Design rv_multicycle_ctrl, sky130hd; sources not shown.
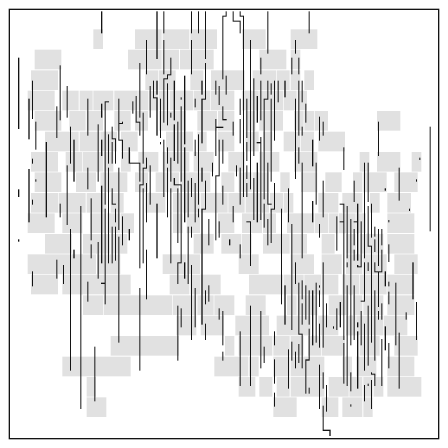
Fig. 1. The metal 2 layer.
Cells faint in the background.
longest straight run: 26.9 µm
nets with wire on the layer: 199
main direction: vertical
met2 Resource Use GR: 0.2939
routed wire length: 2928 µm

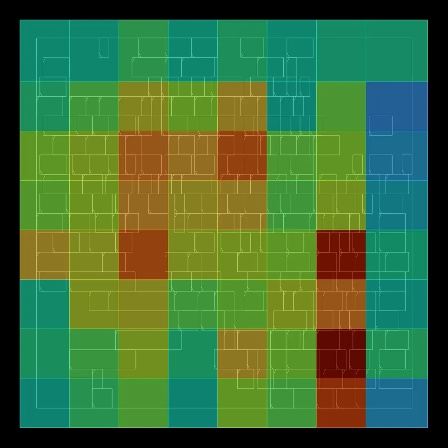
Fig. 2. Routing congestion map.
overall routing resource usage: 0.1766
detail-routed net length per standard cell: 12.10 µm

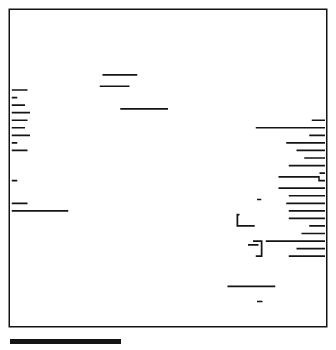
Fig. 3. Signal wires on met3.
Scale bar: 20 µm.
share of all routed wire: 6.2%
main direction: horizontal
M3 GR Usage: 0.01152
vias: 1303

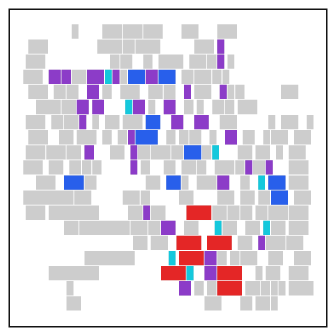
Fig. 4. Gate-type map.
| family | colour | cells |
|---|---|---|
| non-inverting ao/oa cells | blue | 9 |
| nand cells | purple | 31 |
| inv cells | cyan | 8 |
| fa/ha/maj cells | red | 7 |
Non-Filler Instances: 242
Comb area share: 0.5166
most common logic cell in the routed design: clkdlybuf4s50_1

==> flow_summary.toml <==
# implementation run metrics
[finish]
area_delta_synth_final_pct = 56.64
largestClassByArea = "logic gates"
fin_area_mm2 = 0.001623
n_clock_buffer = 4
nFillCells = 265
diodes = 0
final_util = 0.5988

[timing]
maxSlewViolCount = 0
hold_viol_final = 0
rsz0062_at_grt = "false"
min_period_ns = 2.689
setup_viol = 0

[global_route]
grt_antenna_before_repair = 0
grt_pass1_wl_um = 4761

[place]
dpl_worst_slack_ns = -0.1649
placed_area_mm2 = 0.001588

[synthesis]
top_cell_area_share = 0.1208
synth-warning-count = 0
syn-instance-count = 155
yosysChipArea_mm2 = 0.001036

[status]
status = "finished clean"

[detailed_routing]
vias_per_cell = 5.384
drt_pre_antenna_iters = 4
drc = 0

[power_and_ir_drop]
power_density_mw_per_mm2 = 750.8

[floorplanning]
initCoreUtil = 0.3823
core_area_mm2 = 0.002710

[run]
log.warning_count = 52

[clock_network]
clock_latency_ns = 0.24
numCtsBuffers = 3

[critical_path]
arrival_ns = 2.18
cp_max_fo = 16
==> report_power, final <==
part	switching [mW]	total [mW]	leakage (nW)	internal, mW
logic	0.553	1.01	0.714	0.453
clock network	0.0290	0.0837	0.0150	0.0548
registers	0.0244	0.129	0.0636	0.104
==> worst max-delay path, stage by stage, from the launching register on <==
cell and delay [ns]:
dfrtp_1 0.39, buf_4 0.20, nand2b_1 0.26, buf_4 0.20, o21a_1 0.16, nor2_1 0.09, clkdlybuf4s50_1 0.63
==> cells by family after synthesis <==
family,share of synthesized area
AND/OR/NAND/NOR,0.3527
AND-OR/OR-AND,0.2935
flip-flops,0.1208
multiplexers,0.01932
other,0.003620
XOR/XNOR,0.04228
adder cells (fa/ha/maj),0.08454
buffers and inverters,0.08333
==> what timing repair did <==
| action | in CTS | in global routing |
|---|---|---|
| hold buffers | 0 | 0 |
| endpoints found under the setup margin | 9 | 6 |
| gates resized | 9 | 7 |
==> routing by layer <==
| layer | global-route usage | part of all wire | wire, µm | vias to the layer above |
|---|---|---|---|---|
| li1 | - | - | - | 659 |
| met1 | 0.2360 | 0.45 | 1315 | 593 |
| met2 | 0.2939 | 0.48 | 1413 | 48 |
| met3 | 0.01152 | 0.062 | 181 | 3 |
| met4 | 0.07309 | 0.0061 | 18 | 0 |
| met5 | 0 | 0 | 0 | - |
==> Yosys cell counts (2+ instances only) <==
library cell   n
nor2_1        16
a21oi_1       13
nand2_1       13
nand2b_1      11
nor2b_1       11
o21ai_0        9
inv_1          8
ha_1           7
a31oi_1        6
buf_2          6
dfrtp_1        5
nor3_1         3
xnor2_1        3
a211o_1        2
a22oi_1        2
and2_1         2
buf_1          2
buf_4          2
mux2i_1        2
nand3_1        2
nand3b_1       2
nand4_1        2
o211ai_1       2
o22a_1         2
o41ai_1        2
or2_2          2
xor2_1         2
Power and IR drop assume default switching activity.
